Fig. 1: I/O pins on the die edge
Pins as bars across the die edge, other pins in gray.
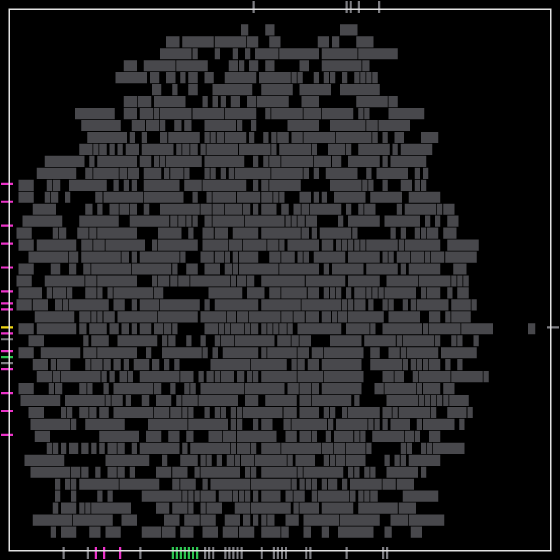
Fig. 2: selected gate families
The bar under the picture is 20 um long.
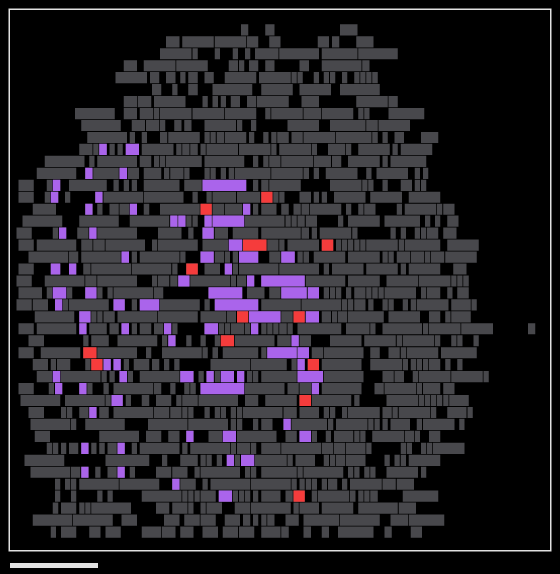
Fig. 3: the clock network
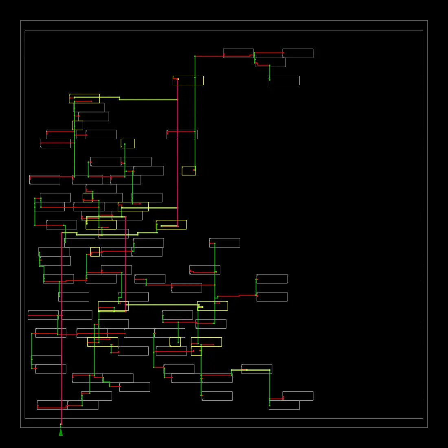
Fig. 4: sequential cells grouped by signal name
The bar under the picture is 20 um long. Other sequential cells in the stronger gray, the rest of the logic in the fainter gray.
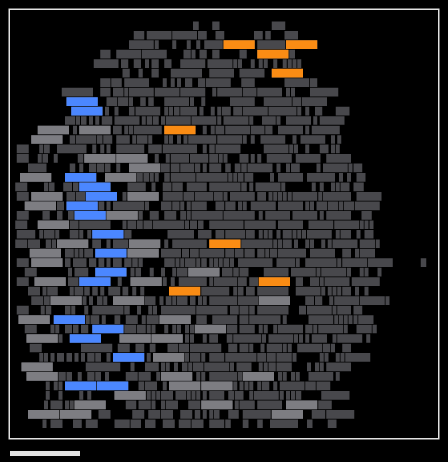
Fig. 5: routed metal, one color a layer
Two of the layers only.
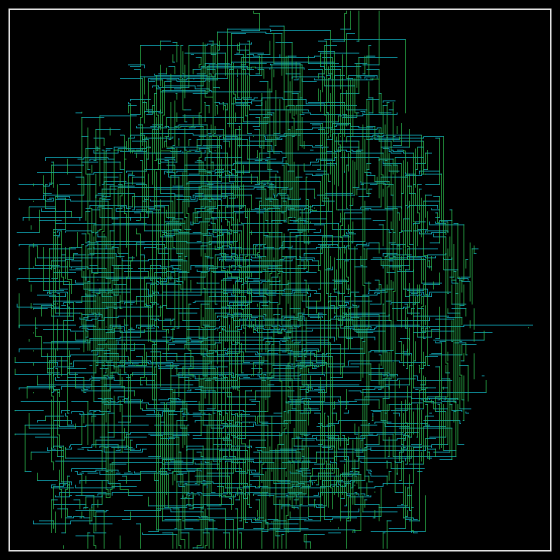
`config.mk`:
```
export PLATFORM = sky130hd
export DESIGN_NAME = mac_top_level
export DESIGN_NICKNAME = d
export VERILOG_FILES = /design/src/rtl/mac_pkg.sv /design/src/rtl/mac_unit.sv /design/src/rtl/mac_top_level.sv
export SDC_FILE = /design/constraint.sdc
export NUM_CORES = 1
export LEC_CHECK = 0
export ABC_AREA = 0
export ABC_CLOCK_PERIOD_IN_PS = 4950
export CAP_MARGIN = 25
export CORE_UTILIZATION = 44
export CTS_CLUSTER_SIZE = 20
export DETAILED_ROUTE_END_ITERATION = 7
export GPL_TIMING_DRIVEN = 0
export PLACE_DENSITY = 0.74
export SLEW_MARGIN = 25
export SYNTH_ARGS = -nofsm -noshare
export SYNTH_HDL_FRONTEND = slang
export SYNTH_SLANG_ARGS = --single-unit
```
`constraint.sdc`:
```
create_clock -name clk -period 4.95 [get_ports clk]
set_input_delay 0.99 -clock clk [delete_from_list [all_inputs] [get_ports clk]]
set_output_delay 0.99 -clock clk [all_outputs]
set_load 0.1 [all_outputs]
```
`src/rtl/mac_pkg.sv`:
```
`default_nettype none
// +----------------------------------------------------------------------------+
// | Module      : mac_pkg                                                      |
// | Description : Shared widths, mode encodings and FSM states for the MAC.    |
// | Revision    : 1.0 - initial release                                        |
// +----------------------------------------------------------------------------+
package mac_pkg;

  localparam int MAC_DW = 8;
  localparam int MAC_OW = 17;

  localparam logic MODE_SUMP = 1'b0;
  localparam logic MODE_TRI  = 1'b1;

  typedef enum logic [0:0] {
    IDLE  = 1'b0,
    TRI_2 = 1'b1
  } mac_state_e;

endpackage : mac_pkg
`default_nettype wire

```
`src/rtl/mac_unit.sv`:
```
`default_nettype none
// +----------------------------------------------------------------------------+
// | Module      : mac_unit                                                     |
// | Description : Combinational multiply-add, in_1*in_2+in_add modulo 2^OW.    |
// | Revision    : 1.0 - initial release                                        |
// +----------------------------------------------------------------------------+
module mac_unit
  import mac_pkg::*;
#(
  parameter int DW = MAC_DW,
  parameter int OW = MAC_OW
) (
  input  logic [OW-1:0] in_1,
  input  logic [DW-1:0] in_2,
  input  logic [OW-1:0] in_add,
  output logic [OW-1:0] mac_out
);

  logic [OW-1:0] w_in_2_ext;

  // Evaluating at OW bits gives the modulo-2^OW wrap for free.
  assign w_in_2_ext = {{(OW-DW){1'b0}}, in_2};
  assign mac_out    = (in_1 * w_in_2_ext) + in_add;

endmodule : mac_unit
`default_nettype wire

```
`src/rtl/mac_top_level.sv`:
```
`default_nettype none
// +----------------------------------------------------------------------------+
// | Module      : mac_top_level                                                |
// | Description : Trinomial / sum-of-products MAC with a two-state control FSM.|
// | Revision    : 1.0 - initial release                                        |
// +----------------------------------------------------------------------------+
module mac_top_level
  import mac_pkg::*;
#(
  parameter int DW = MAC_DW,
  parameter int OW = MAC_OW
) (
  input  logic          clk,
  input  logic          reset,
  input  logic          mode,
  input  logic          valid_input,
  input  logic          last_input,
  input  logic [DW-1:0] num_a,
  input  logic [DW-1:0] num_x,
  input  logic [DW-1:0] num_b,
  input  logic [DW-1:0] num_c,
  output logic [OW-1:0] final_output,
  output logic          valid_output
);

  localparam logic [0:0] c_ST_IDLE  = IDLE;
  localparam logic [0:0] c_ST_TRI_2 = TRI_2;

  logic [0:0]    r_state;
  logic [DW-1:0] r_x_lat;
  logic [DW-1:0] r_c_lat;
  logic [OW-1:0] r_temp;
  logic [OW-1:0] r_acc;
  logic [OW-1:0] r_final_output;
  logic          r_valid_output;

  logic [OW-1:0] w_in_1;
  logic [DW-1:0] w_in_2;
  logic [OW-1:0] w_in_add;
  logic [OW-1:0] w_mac_out;

  // The single multiply-add is shared: second trinomial pass in TRI_2,
  // first pass or accumulation step in IDLE.
  always_comb begin
    w_in_1   = r_temp;
    w_in_2   = r_x_lat;
    w_in_add = {{(OW-DW){1'b0}}, r_c_lat};
    if (r_state == c_ST_IDLE) begin
      w_in_1   = {{(OW-DW){1'b0}}, num_a};
      w_in_2   = num_x;
      w_in_add = (mode == MODE_TRI) ? {{(OW-DW){1'b0}}, num_b} : r_acc;
    end
  end

  mac_unit #(
    .DW (DW),
    .OW (OW)
  ) u_mac_unit (
    .in_1    (w_in_1),
    .in_2    (w_in_2),
    .in_add  (w_in_add),
    .mac_out (w_mac_out)
  );

  always_ff @(posedge clk or negedge reset) begin
    if (!reset) begin
      r_state        <= c_ST_IDLE;
      r_x_lat        <= '0;
      r_c_lat        <= '0;
      r_temp         <= '0;
      r_acc          <= '0;
      r_final_output <= '0;
      r_valid_output <= 1'b0;
    end else begin
      r_valid_output <= 1'b0;
      if (r_state == c_ST_TRI_2) begin
        r_final_output <= w_mac_out;
        r_valid_output <= 1'b1;
        r_state        <= c_ST_IDLE;
      end else if (valid_input) begin
        if (mode == MODE_TRI) begin
          r_x_lat <= num_x;
          r_c_lat <= num_c;
          r_temp  <= w_mac_out;
          r_state <= c_ST_TRI_2;
        end else begin
          // Every sample publishes its running sum; only the last one strobes.
          r_final_output <= w_mac_out;
          r_valid_output <= last_input;
          r_acc          <= last_input ? '0 : w_mac_out;
        end
      end
    end
  end

  assign final_output = r_final_output;
  assign valid_output = r_valid_output;

endmodule : mac_top_level
`default_nettype wire

```
==> results.yml <==
# implementation run metrics
layout:
  n_fill_cell: 1078
  final_util: 0.6128
  drive_above_1_share: 0.2372
  lay_top_count: "nand2_1"
  seq_area_um2: 1727
  finalNetCount: 978
  layout.area.comb_um2: 4815
  area.growth.synth_to_final_pct: 33.92
yosys:
  synth_cells: 720
  ys_sh_adder: 0.3030
  ys_sh_simple: 0.1836
  ys_seq_share: 0.2687
  ys_sh_aoi: 0.08880
  mux_share: 0.04304
  floorplan.nets: 864
  top_area_frac: 0.2687
  synth.avg_cell_area_um2: 8.923
  top_cells_by_count: "nand2_1 (141), inv_1 (109), fa_1 (81), dfrtp_1 (69), nor2_1 (62)"
  ys_cells: 720
  yosysChipArea_um2: 6425
  ys.flops: 69
  synthMostInstantiatedCell: "nand2_1"
global_route:
  grt_max_degree: 52
  antenna_found_initial: 0
  overflow: 0
die:
  dieArea_um2: 15090
  die_w_um: 122.8
  io_pins: 55
  dieHeight_um: 122.8
  fp_util: 0.4575
job:
  warnings: 28
  cap_violations: 0
run_status:
  outcome: "complete, but fails checks"
  violations: "negative setup slack"
critical_path:
  crit_fanout: 8
  path_cells: "buf_12 -> buf_12 -> mux2i_4 -> or2_4 -> fa_1 -> fa_1 -> inv_2 -> fa_1 -> inv_2 -> fa_1 -> inv_2 -> ha_4 -> o21a_1 -> o21a_1 -> o21ai_4 -> o21ai_2 -> xor2_2 -> mux2_4"
  reg2reg_setup_slack_ps: -90
  critPathArrivalTime_ps: 5260
  crit_top_cell: "fa_1"
  critPathCapture: "r_temp[14]$_DFFE_PN0P_"
  cp-start-kind: "flop"
  cp.required_ps: 5170
  reg2reg_to: "r_temp[14]$_DFFE_PN0P_"
detailed_routing:
  dr_wl_met3_um: 1049
  drt-met1-wl_um: 7681
  drc: 0
  ant_nets: 0
  route.met2.wl_um: 9430
  top_layer_used: "met4"
timing:
  rsz0062_at_grt: "true"
  skew_ps: 10.12
  final.setup.tns_ps: -454.9
  fin_crit_sh: 1.018
  holdWs_ps: 470.2
  fmax_ghz: 0.1984
  min_period_ps: 5039
  layout_setup_ws_ps: -89.33
  finalSetupViolations: 12
  finalHoldViolations: 0
cts:
  cts_setup_buffers: 37
  cts-root-buf: "clkbuf_16"
  clock_tree.buffer_depth: 2
  cts_resized: 171
  cts.sinks: 69
  clk_latency_ps: 350
min_path:
  holdPathStages: 2
  hold-path-endpoint: "final_output[2]$_DFFE_PN0P_"
  hp-class: "flop to flop"
  worstHoldStart: "final_output[2]$_DFFE_PN0P_"
placed_design:
  port_buffers: 54
  dp.cells: 955
  place_area_um2: 7322
About Fig. 1:
| port | color | pins | direction | edge |
|---|---|---|---|---|
| mode | yellow | 1 | input | left |
| final_output | magenta | 17 | output | 14 left, 3 bottom |
| num_b | green | 8 | input | 7 bottom, 1 left |

About Fig. 2:
| family | color | cells |
|---|---|---|
| inverting AOI/OAI gates | purple | 78 |
| AND-OR and OR-AND gates | red | 13 |

About Fig. 3:
number of buffers created by CTS: 9
Seq cells: 69

About Fig. 4:
| netlist name | color | flops |
|---|---|---|
| r_acc | blue | 17 |
| r_x_lat | orange | 8 |
not colored: 44

About Fig. 5:
| layer | color | wire length |
|---|---|---|
| met1 | cyan | 7,680 um |
| met2 | green | 9,430 um |
drt wl/cell: 18.40 um
via count: 5,491
gr usage total: 0.2655
Total Wirelength: 18,750 um

[layout make-up]
cell class | instances | share of cell area
Multi-Input combinational cell | 517 | 0.5595
Sequential cell | 69 | 0.2007
Timing Repair Buffer | 106 | 0.1120
Inverter | 109 | 0.04755
Clock buffer | 9 | 0.02617
Tap cell | 180 | 0.02617
Buffer | 22 | 0.02050
Clock inverter | 7 | 0.007416
[layer usage]
layer | track usage | vias to the layer above
met5 | 0 | -
met4 | 0.1181 | 0
met3 | 0.04740 | 45
met2 | 0.4315 | 206
met1 | 0.3466 | 2747
li1 | - | 2493
[registers in the layout, indices dropped and copies added (netlist names)]
name	count
final_output	17
r_acc	17
r_temp	17
r_c_lat	8
r_x_lat	8
r_state	1
valid_output	1
